$ cat config.mk
export PLATFORM = sky130hd
export DESIGN_NAME = fetch_stage
export DESIGN_NICKNAME = d
export VERILOG_FILES = /design/src/rtl/fetch_pkg.sv /design/src/rtl/fetch_fifo.sv /design/src/rtl/fetch_stage.sv
export SDC_FILE = /design/constraint.sdc
export NUM_CORES = 1
export LEC_CHECK = 0
export CAP_MARGIN = 20
export CORE_UTILIZATION = 45
export DETAILED_ROUTE_END_ITERATION = 8
export DONT_BUFFER_PORTS = 1
export HOLD_SLACK_MARGIN = 0.05
export SETUP_SLACK_MARGIN = 0.02
export SLEW_MARGIN = 0
export SYNTH_ARGS = -nofsm -noshare
export SYNTH_HDL_FRONTEND = slang
export SYNTH_SLANG_ARGS = --single-unit
$ cat constraint.sdc
create_clock -name clk -period 5.5 [get_ports clk]
set_input_delay 1.375 -clock clk [delete_from_list [all_inputs] [get_ports clk]]
set_output_delay 1.375 -clock clk [all_outputs]
set_load 0.005 [all_outputs]
$ cat src/rtl/fetch_pkg.sv
// rtl/fetch_pkg.sv - shared widths and entry type for the fetch stage
package fetch_pkg;

  localparam int FETCH_ADDR_W  = 64;
  localparam int FETCH_INSTR_W = 32;
  localparam int INSTR_BYTES   = 4;

  typedef struct packed {
    logic [FETCH_ADDR_W-1:0]  pc;
    logic [FETCH_INSTR_W-1:0] instr;
  } fetch_entry_t;

endpackage

$ cat src/rtl/fetch_fifo.sv
// rtl/fetch_fifo.sv - DEPTH-entry synchronous prefetch FIFO; flush dominates push and pop
module fetch_fifo
  import fetch_pkg::*;
#(
  parameter int W     = FETCH_ADDR_W + FETCH_INSTR_W,
  parameter int DEPTH = 4,
  localparam int CW   = $clog2(DEPTH + 1)
)(
  input  logic          clk,
  input  logic          rst_n,
  input  logic          i_push,
  input  logic [W-1:0]  i_data,
  input  logic          i_pop,
  input  logic          i_flush,
  output logic [CW-1:0] o_count,
  output logic [W-1:0]  o_head
);

  localparam int PW = $clog2(DEPTH);

  logic [W-1:0]  r_mem [DEPTH];
  logic [PW-1:0] r_rd;
  logic [PW-1:0] r_wr;
  logic [CW-1:0] r_count;

  // Callers never pop when empty nor push when full without a same-cycle pop.
  always_ff @(posedge clk or negedge rst_n) begin
    if (!rst_n) begin
      r_rd    <= '0;
      r_wr    <= '0;
      r_count <= '0;
    end else if (i_flush) begin
      r_rd    <= '0;
      r_wr    <= '0;
      r_count <= '0;
    end else begin
      if (i_push) r_wr <= r_wr + 1'b1;
      if (i_pop)  r_rd <= r_rd + 1'b1;
      r_count <= r_count + CW'(i_push) - CW'(i_pop);
    end
  end

  always_ff @(posedge clk) begin
    if (i_push && !i_flush) r_mem[r_wr] <= i_data;
  end

  assign o_count = r_count;
  assign o_head  = r_mem[r_rd];

endmodule

$ cat src/rtl/fetch_stage.sv
// rtl/fetch_stage.sv - LEGv8 fetch front end: PC, imem requests, prefetch FIFO, redirect flush
// Optional macro FETCH_PERF_EN adds perf_flush_cnt / perf_starve_cnt outputs.
module fetch_stage
  import fetch_pkg::*;
#(
  parameter int                ADDR_W   = FETCH_ADDR_W,
  parameter int                INSTR_W  = FETCH_INSTR_W,
  parameter int                DEPTH    = 4,
  parameter logic [ADDR_W-1:0] RESET_PC = '0
)(
  input  logic               clk,
  input  logic               pc_reset_n,
  output logic               imem_req_valid,
  input  logic               imem_req_ready,
  output logic [ADDR_W-1:0]  imem_req_addr,
  input  logic               imem_resp_valid,
  input  logic [INSTR_W-1:0] imem_resp_data,
  input  logic               redirect_valid,
  input  logic [ADDR_W-1:0]  redirect_pc,
  output logic               out_valid,
  input  logic               out_ready,
  output logic [ADDR_W-1:0]  out_pc,
  output logic [INSTR_W-1:0] out_instr
`ifdef FETCH_PERF_EN
  ,
  output logic [31:0]        perf_flush_cnt,
  output logic [31:0]        perf_starve_cnt
`endif
);

  localparam int CW = $clog2(DEPTH + 1);
  localparam int SW = CW + 1;
  localparam logic [ADDR_W-1:0] STEP = ADDR_W'(INSTR_BYTES);

  logic [ADDR_W-1:0]         r_fetch_pc;
  logic [ADDR_W-1:0]         r_resp_pc;
  logic [CW-1:0]             r_pend;
  logic [CW-1:0]             r_drop;
  logic [CW-1:0]             w_count;
  logic [ADDR_W+INSTR_W-1:0] w_head;
  logic                      w_credit;
  logic                      w_req_fire;
  logic                      w_resp;
  logic                      w_push;
  logic                      w_pop;

  // Credits cover both buffered and in-flight entries, so the FIFO cannot overflow.
  assign w_credit       = ({1'b0, w_count} + {1'b0, r_pend}) < SW'(DEPTH);
  assign imem_req_valid = pc_reset_n && !redirect_valid && w_credit;
  assign imem_req_addr  = r_fetch_pc;
  assign w_req_fire     = imem_req_valid && imem_req_ready;
  assign w_resp         = imem_resp_valid && (r_pend != '0);
  assign w_push         = w_resp && (r_drop == '0) && !redirect_valid;
  assign out_valid      = (w_count != '0) && !redirect_valid;
  assign w_pop          = out_valid && out_ready;
  assign out_pc         = w_head[ADDR_W+INSTR_W-1:INSTR_W];
  assign out_instr      = w_head[INSTR_W-1:0];

  always_ff @(posedge clk or negedge pc_reset_n) begin
    if (!pc_reset_n) begin
      r_fetch_pc <= RESET_PC;
      r_resp_pc  <= RESET_PC;
      r_pend     <= '0;
      r_drop     <= '0;
    end else begin
      r_pend <= r_pend + CW'(w_req_fire) - CW'(w_resp);
      if (redirect_valid) begin
        r_fetch_pc <= redirect_pc;
        r_resp_pc  <= redirect_pc;
        r_drop     <= r_pend - CW'(w_resp);
      end else begin
        if (w_req_fire) r_fetch_pc <= r_fetch_pc + STEP;
        if (w_push)     r_resp_pc  <= r_resp_pc + STEP;
        if (w_resp && (r_drop != '0)) r_drop <= r_drop - 1'b1;
      end
    end
  end

  fetch_fifo #(
    .W     (ADDR_W + INSTR_W),
    .DEPTH (DEPTH)
  ) u_fifo (
    .clk     (clk),
    .rst_n   (pc_reset_n),
    .i_push  (w_push),
    .i_data  ({r_resp_pc, imem_resp_data}),
    .i_pop   (w_pop),
    .i_flush (redirect_valid),
    .o_count (w_count),
    .o_head  (w_head)
  );

`ifdef FETCH_PERF_EN
  logic [31:0] r_flush_cnt;
  logic [31:0] r_starve_cnt;

  always_ff @(posedge clk or negedge pc_reset_n) begin
    if (!pc_reset_n) begin
      r_flush_cnt  <= '0;
      r_starve_cnt <= '0;
    end else begin
      if (redirect_valid && (r_flush_cnt != '1)) r_flush_cnt <= r_flush_cnt + 1'b1;
      if (out_ready && !out_valid && !redirect_valid && (r_starve_cnt != '1))
        r_starve_cnt <= r_starve_cnt + 1'b1;
    end
  end

  assign perf_flush_cnt  = r_flush_cnt;
  assign perf_starve_cnt = r_starve_cnt;
`endif

endmodule
==> COMMIT_EDITMSG <==
Refresh implementation metrics

* Termination of the worst setup path: out_pc[52]
* Final Hold Slack: 0.4668 ns
- Overall chip area: 0.05099 sq mm
- Vias in the first global route: 13415
* Dominant flop cell: edfxtp_1
* Fraction of the mapped netlist area in simple logic gates: 12.37%
* Highest metal used: met5
* Relative slew slack: 29.55%
- After floorplanning, the core was divided into 81 placement rows.
* Clock buffer count from CTS: 56
- Leakage power: 8.332 nW
- Global routing finished with a remaining overflow of 0.
- The flow ran to the end, and the final reports show no timing, DRC or antenna violations.
* Class of the most critical setup path: reg -> out
- Entering global routing, the biggest net connects 144 pins.
* Initial Utilization: 45.86%
* #FFs+latches synth: 525
* Area growth from synthesis to final layout: 11.38%
- Non-clock buffers make up 0.7873% of the layout cell area.
* Number of port buffers: 0
- Clock transition time at the flip-flop clock pins of the worst setup and hold paths: 0.06 ns
- Routed length on met1: 24970 um
- Looking at the power breakdown, sequential logic takes 48.9% of the total.
* DIE WIDTH: 225.8 um
- Root Buffer Master: clkbuf_16
* Final cell utilization of the core: 51.08%
- Number of placed cells counting well taps: 2113
- Per the OpenROAD floorplan log, the area of the core is 0.04915 sq mm.
* Count of filler cells inserted in the layout: 4102
- Slack of the worst reg-to-reg path: 1.95 ns
* Multi-input gates: 867
- Fmax: 251.1 MHz
- Fraction of final layout cells sized beyond drive strength 1: 15.30%
- Count of synthesis-stage warnings from yosys: 0
* Crit path DRT: 4.12 ns
- TritonCTS built the clock tree.
- The design received a total of 664 well taps at floorplan.
* Ports: 264
* Logic depth of the worst setup path including buffers: 2
- Most used standard cells in the synthesized netlist: edfxtp_1 (384), dfrtp_1 (141), nand2_1 (104)
- Dominant cell by count in the synthesized netlist: edfxtp_1
- Max-cap check violation count: 0
* Wire length of the first global-routing pass: 87670 um
* Length of routed met2 wiring: 27400 um
- After detailed routing, the number of vias per cell comes to 6.137.
- Yosys reports that the leading cell type by area covers 51.15% of the netlist area.
- Met3 routed WL: 5304 um
- The stat command in Yosys gives a chip area of 0.02254 sq mm.
* Standard cell area after detailed placement: 0.02331 sq mm
* Worst Reg2Reg Path Length in Cells: 6
- In this run the VDD rail shows a maximum IR drop of 0.2287 mV.
- Register area: 0.01507 sq mm
- Largest cells by area after synthesis: edfxtp_1 (51%), dfrtp_1 (16%), mux4_2 (9.6%)
* DPL Wire Length: 38480 um
- Tmin final: 3.982 ns
- Setup violations, final: 0
- Area fraction in mux cells: 10.90%
* Initial antenna violation count: 5
* Layout sequential cell count: 525
- At floorplan, the net count of the design was reported as 1623.
- In this run, the synthesized area fraction spent on xor and xnor cells is recorded as 2.098%.
* Area of the multi-input gates: 0.007073 sq mm
- Inserted Diodes: 2
- In this run the cell area of the synthesized design comes to 0.02254 sq mm.
- The internal power of the cells totals 7.390 mW.
- Final Hold Violating Endpoints: 0
-- power groups by stage --
stage | Combinational, mW | Clock (mW) | Sequential (mW)
floorplan | 1.18 | 0 | 4.80
global placement | 1.43 | 0 | 4.99
detailed placement | 1.46 | 0 | 5.00
CTS | 1.46 | 3.78 | 4.92
global route | 1.57 | 3.93 | 4.97
finish | 1.44 | 3.71 | 4.92
-- per-layer routing --
layer	GRT usage (%)	up-vias
li1	-	5962
met1	32.27	7005
met2	36.05	525
met3	7.078	95
met4	6.035	6
met5	0	-
-- registers in the layout, indices dropped and copies added (netlist names) --
register	count
u_fifo.r_mem	384
u_fifo.o_count	3
r_drop	3
u_fifo.r_rd	2
r_resp_pc	64
r_pend	3
imem_req_addr	64
u_fifo.r_wr	2
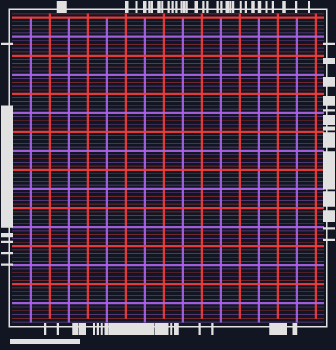
**Above:** supply network.
The bar under the picture is 50 um long. Pins as bars on the die edge.
[VDD] red
[VSS] purple
signal pins: 264
met5 straps: 16
met4 straps: 16
met1 rails: 82
rows: 81

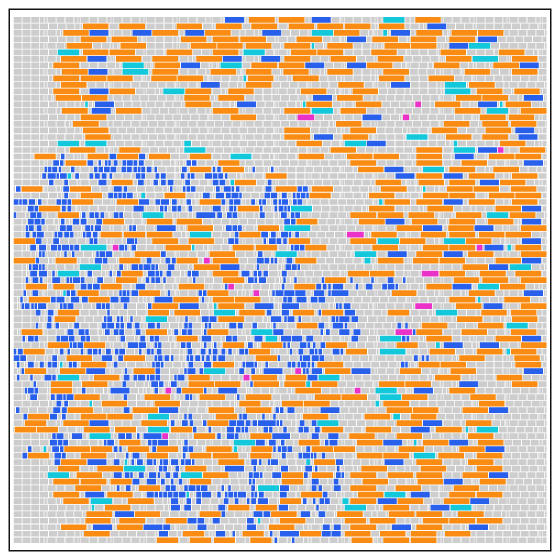
**Above:** cells colored by class.
Fill, decap, tap and diode cells in gray.
[flip-flops] orange | cells: 525
[clock drivers and dummy loads] cyan | cells: 100
[all other logic] blue | cells: 906
[other buffers and delay cells] magenta | cells: 18

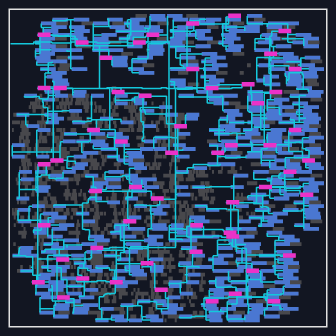
**Above:** routed clock nets over the placement.
[cells driving clock nets] magenta | count: 56
[flip-flops] blue | count: 525
[clock wires] cyan | length: 6420 um
flops lie: all over the die
final clock skew: 0.03332 ns
share of power burned in the clock network: 36.8%
clock-net power: 3.71 mW
Worst-Skew Late Latency: 0.62 ns

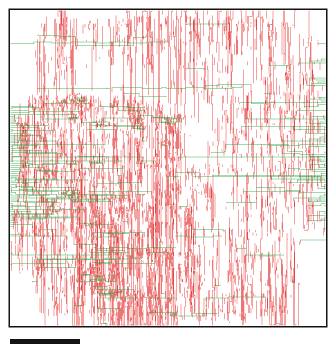
**Above:** wiring by layer.
The bar under the picture is 50 um long. Only two layers are drawn.
[met2] red | wire length: 27.4 mm
[met3] green | wire length: 5300 um
GRT Total Usage: 23.38%
post-detailed-route wirelength per cell: 26.59 um
WL final: 58890 um

Power is estimated from default activity; no workload was simulated.
